Figure 1. Cell sizes after repair.
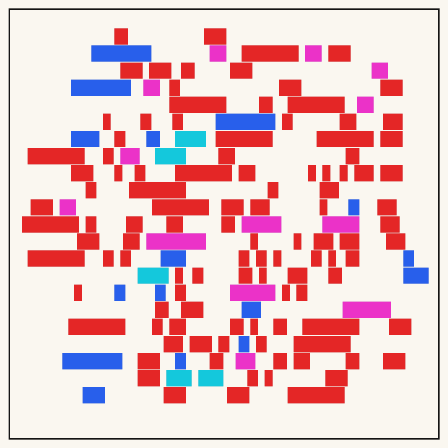
Figure 2. Wire density map.
The bar under the picture is 20 um long. 14 x 14 tiles, from dark purple (low) to yellow (high), scaled to the fullest tile. Values are wire area over tile area, all layers added.
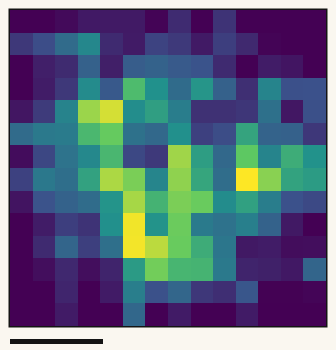
Figure 3. Cells colored by class.
The bar under the picture is 20 um long.
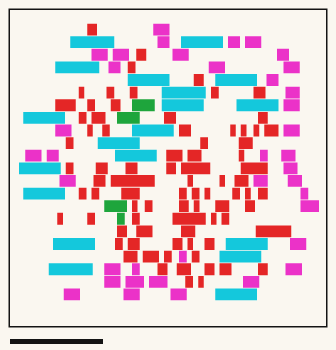
Figure 4. Track usage over the die.
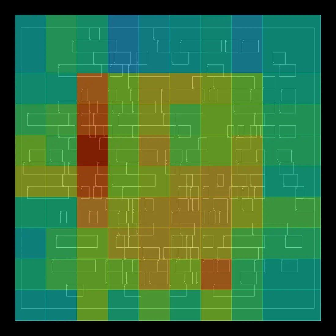
Figure 5. Port wiring.
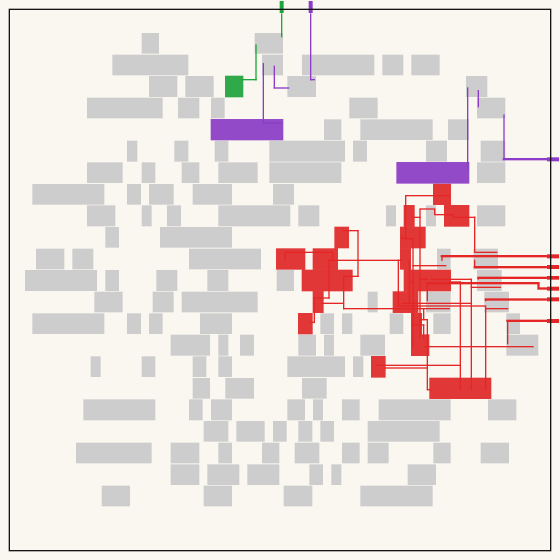
===== config.mk =====
export PLATFORM = sky130hd
export DESIGN_NAME = mips_multicycle_ctrl
export DESIGN_NICKNAME = d
export VERILOG_FILES = /design/src/rtl/mips_multicycle_ctrl.sv
export SDC_FILE = /design/constraint.sdc
export NUM_CORES = 1
export LEC_CHECK = 0
export CELL_PAD_IN_SITES_DETAIL_PLACEMENT = 1
export CELL_PAD_IN_SITES_GLOBAL_PLACEMENT = 1
export CORE_UTILIZATION = 25
export DETAILED_ROUTE_END_ITERATION = 8
export GPL_TIMING_DRIVEN = 0
export MAX_ROUTING_LAYER = met4
export PLACE_DENSITY = 0.55
export SLEW_MARGIN = 20
export SYNTH_ARGS = -nofsm -noshare
export SYNTH_HDL_FRONTEND = slang
export SYNTH_SLANG_ARGS = --single-unit

===== constraint.sdc =====
create_clock -name clk -period 2.49 [get_ports clk]
set_input_delay 0.498 -clock clk [delete_from_list [all_inputs] [get_ports clk]]
set_output_delay 0.498 -clock clk [all_outputs]
set_load 0.01 [all_outputs]

===== src/rtl/mips_multicycle_ctrl.sv =====
`default_nettype none
// ============================================================================
// Module      : mips_multicycle_ctrl
// Description : Main control FSM of the multi-cycle MIPS core; one state per
//               cycle, memory-ready handshake stalls fetch and data accesses.
// Revision    : 1.0 - initial release
// ============================================================================
module mips_multicycle_ctrl #(
  parameter int OP_W    = 6,
  parameter int STATE_W = 4
) (
  input  logic               clk,
  input  logic               rst_n,
  input  logic [OP_W-1:0]    Op,
  input  logic               Zero,
  input  logic               MemReady,
  output logic               IorD,
  output logic               MemRead,
  output logic               MemWrite,
  output logic               IRWrite,
  output logic               RegDst,
  output logic               MemtoReg,
  output logic               RegWrite,
  output logic               ALUSrcA,
  output logic [1:0]         ALUSrcB,
  output logic [1:0]         ALUOp,
  output logic [1:0]         PCSrc,
  output logic               PCEn,
  output logic               IllegalOp,
  output logic [STATE_W-1:0] State
);

  typedef enum logic [STATE_W-1:0] {
    FETCH   = STATE_W'(0),
    DECODE  = STATE_W'(1),
    MEMADR  = STATE_W'(2),
    MEMRD   = STATE_W'(3),
    MEMWB   = STATE_W'(4),
    MEMWR   = STATE_W'(5),
    EXECUTE = STATE_W'(6),
    ALUWB   = STATE_W'(7),
    BRANCH  = STATE_W'(8),
    ADDIEX  = STATE_W'(9),
    ADDIWB  = STATE_W'(10),
    JUMP    = STATE_W'(11)
  } state_t;

  localparam logic [OP_W-1:0] c_op_rtype = OP_W'(6'b000000);
  localparam logic [OP_W-1:0] c_op_lw    = OP_W'(6'b100011);
  localparam logic [OP_W-1:0] c_op_sw    = OP_W'(6'b101011);
  localparam logic [OP_W-1:0] c_op_beq   = OP_W'(6'b000100);
  localparam logic [OP_W-1:0] c_op_bne   = OP_W'(6'b000101);
  localparam logic [OP_W-1:0] c_op_addi  = OP_W'(6'b001000);
  localparam logic [OP_W-1:0] c_op_j     = OP_W'(6'b000010);

  typedef struct packed {
    logic       iord;
    logic       memread;
    logic       memwrite;
    logic       fetch;
    logic       regdst;
    logic       memtoreg;
    logic       regwrite;
    logic       alusrca;
    logic [1:0] alusrcb;
    logic [1:0] aluop;
    logic [1:0] pcsrc;
    logic       branch;
    logic       jump;
  } ctrl_t;

  // Moore output set of a state; registered together with the state itself.
  function automatic ctrl_t ctrl_of(input state_t s);
    ctrl_t c;
    c = '0;
    case (s)
      FETCH:   begin c.memread = 1'b1; c.fetch = 1'b1; c.alusrcb = 2'b01; end
      DECODE:  c.alusrcb = 2'b11;
      MEMADR:  begin c.alusrca = 1'b1; c.alusrcb = 2'b10; end
      MEMRD:   begin c.iord = 1'b1; c.memread = 1'b1; end
      MEMWB:   begin c.memtoreg = 1'b1; c.regwrite = 1'b1; end
      MEMWR:   begin c.iord = 1'b1; c.memwrite = 1'b1; end
      EXECUTE: begin c.alusrca = 1'b1; c.aluop = 2'b10; end
      ALUWB:   begin c.regdst = 1'b1; c.regwrite = 1'b1; end
      BRANCH:  begin c.alusrca = 1'b1; c.aluop = 2'b01; c.pcsrc = 2'b01; c.branch = 1'b1; end
      ADDIEX:  begin c.alusrca = 1'b1; c.alusrcb = 2'b10; end
      ADDIWB:  c.regwrite = 1'b1;
      JUMP:    begin c.pcsrc = 2'b10; c.jump = 1'b1; end
      default: c = '0;
    endcase
    return c;
  endfunction

  state_t r_state;
  state_t w_next;
  ctrl_t  r_ctrl;
  logic   w_op_legal;
  logic   w_pcwrite;
  logic   w_take;

  assign w_op_legal = (Op == c_op_rtype) || (Op == c_op_lw)  || (Op == c_op_sw) ||
                      (Op == c_op_beq)   || (Op == c_op_bne) || (Op == c_op_addi) ||
                      (Op == c_op_j);

  always_comb begin
    w_next = FETCH;
    case (r_state)
      FETCH:   w_next = MemReady ? DECODE : FETCH;
      DECODE: begin
        if ((Op == c_op_lw) || (Op == c_op_sw))       w_next = MEMADR;
        else if (Op == c_op_rtype)                     w_next = EXECUTE;
        else if ((Op == c_op_beq) || (Op == c_op_bne)) w_next = BRANCH;
        else if (Op == c_op_addi)                      w_next = ADDIEX;
        else if (Op == c_op_j)                         w_next = JUMP;
        else                                           w_next = FETCH;
      end
      MEMADR:  w_next = (Op == c_op_sw) ? MEMWR : MEMRD;
      MEMRD:   w_next = MemReady ? MEMWB : MEMRD;
      MEMWB:   w_next = FETCH;
      MEMWR:   w_next = MemReady ? FETCH : MEMWR;
      EXECUTE: w_next = ALUWB;
      ALUWB:   w_next = FETCH;
      BRANCH:  w_next = FETCH;
      ADDIEX:  w_next = ADDIWB;
      ADDIWB:  w_next = FETCH;
      JUMP:    w_next = FETCH;
      default: w_next = FETCH;
    endcase
  end

  always_ff @(posedge clk or negedge rst_n) begin
    if (!rst_n) begin
      r_state <= FETCH;
      r_ctrl  <= ctrl_of(FETCH);
    end else begin
      r_state <= w_next;
      r_ctrl  <= ctrl_of(w_next);
    end
  end

  // Requests and enables are masked by rst_n so an aborted access stops at once.
  assign w_pcwrite = (r_ctrl.fetch & MemReady) | r_ctrl.jump;
  assign w_take    = r_ctrl.branch & (((Op == c_op_beq) & Zero) | ((Op == c_op_bne) & ~Zero));

  assign IorD      = r_ctrl.iord;
  assign MemRead   = r_ctrl.memread & rst_n;
  assign MemWrite  = r_ctrl.memwrite & rst_n;
  assign IRWrite   = r_ctrl.fetch & MemReady & rst_n;
  assign RegDst    = r_ctrl.regdst;
  assign MemtoReg  = r_ctrl.memtoreg;
  assign RegWrite  = r_ctrl.regwrite & rst_n;
  assign ALUSrcA   = r_ctrl.alusrca;
  assign ALUSrcB   = r_ctrl.alusrcb;
  assign ALUOp     = r_ctrl.aluop;
  assign PCSrc     = r_ctrl.pcsrc;
  assign PCEn      = rst_n & (w_pcwrite | w_take);
  assign IllegalOp = rst_n & (r_state == DECODE) & ~w_op_legal;
  assign State     = r_state;

endmodule
`default_nettype wire


==> flow_summary.ini <==
; physical design summary
[run]
cap_violations = 0

[yosys]
ff_type = dfrtp_1
edf_count = 0
simple_gate_area_share_pct = 24.0
yosys_warnings = 0
syn_avg_cell_area_um2 = 9.94
yosysMostFrequentCell = dfrtp_1
top_area_cell = dfrtp_1
adder_share_pct = 0
logic_family = simple AND/OR/NAND/NOR gates
compound_area_share_pct = 21.5
xor_area_share_pct = 1.60

[worst_setup_path]
reg2reg_from = State[1]
worstPathMaxFanout = 5
cp_cell_sequence = dlygate4sd2_1, and4bb_4, a211o_4, a21oi_1, and3_1, clkbuf_2
cp.required_ns = 1.99
cp.arrival_ns = 1.82
crit_path_end_kind = output pin
reg2reg_setup_slack_ns = 0.52
rr_endpoint = ALUSrcA

[timing]
timing.hold.ws_ns = 0.303
fin_crit_ns = 2.32
setup_viol = 0
skew_ns = 0.00150
worst_slew_pin_slew_ns = 0.692
slew_headroom_pct = 53.7
finalClockPeriodUsage_pct = 93.1

[global_route]
grt_start_max_net_pins = 26
met3_usage_pct = 2.33
grt-busiest-layer = met2
gr-total-overflow = 0
grt_first_pass_wirelength_mm = 4.73
antenna_found_initial = 0

[layout]
sh_comb_area_pct = 36.2
combGateArea_um2 = 542
area_dominant_class = combinational gates
fill_cells = 482
diodes = 0
largest_reg_flops = 5
nNonClkInverters = 4
finalNonFillerCells = 192
finalInstanceArea_um2 = 1500
seq_cell_count = 19
logic_gate_count = 77
seq-cell-share_pct = 32.1
register_area_um2 = 480
drive_above_1_share_pct = 23.9
clock_buffers = 3

[outcome]
outcome = finished clean

[floorplanning]
pin_count = 30
rows = 23

[clock_tree]
cts_sinks = 19
cts_root_buffer = clkbuf_8
cts.clk_slew.worst_paths_ns = 0.08
htree_levels = 1

[place]
gp_congestion = 0.792
place_inst = 188

[drt]
wire_per_inst_um = 15.4
routed_wl_mm = 2.95
drtIter0Drc = 23
wl_met2_mm = 1.46
highest_layer = met4
route.vias.total = 940

[power_and_ir_drop]
leakagePower_nw = 0.630
p_comb_mw = 0.804
switching_power_mw = 0.582
ir_worst_vdd_v = 0.000390
p_comb_share_pct = 54.1
clock_power_mw = 0.223
p_int_mw = 0.904

[min_path]
hold_class = input port to asynchronous set/reset pin
Back to the opening pictures, Figure 1:
legend:
  magenta:
    size: x3 and x4
    cells: 13
  cyan:
    size: x6 and larger
    cells: 5
  blue:
    size: x2
    cells: 16
  red:
    size: x1 and smaller
    cells: 108

Back to the opening pictures, Figure 2:
densest ninth of the die: middle
nearly empty tiles: 18%
fullest tile: 0.34
mean over tiles: 0.099
emptiest ninth of the die: bottom left

Back to the opening pictures, Figure 3:
legend:
  green:
    class: clock drivers and dummy loads
    cells: 4
    share_of_their_area: 3.2%
  magenta:
    class: remaining buffers and delay cells
    cells: 38
    share_of_their_area: 24%
  cyan:
    class: registers
    cells: 19
    share_of_their_area: 34%
  red:
    class: remaining logic cells
    cells: 81
    share_of_their_area: 39%

Back to the opening pictures, Figure 4:
Total GRT Usage: 14.4%
met2 Use GR: 23.9%
GR Layer Usage met1: 17.9%

Back to the opening pictures, Figure 5:
legend:
  red:
    port: `Op`
    direction: input
    edge: right
    end_cells: 17
    buffers: 6
    wire: 314 um
  purple:
    port: `ALUOp`
    direction: output
    edge: 1 top, 1 right
    end_cells: 2
    buffers: 4
    wire: 46.3 um
  green:
    port: `MemWrite`
    direction: output
    edge: top
    end_cells: 1
    buffers: 1
    wire: 9.20 um

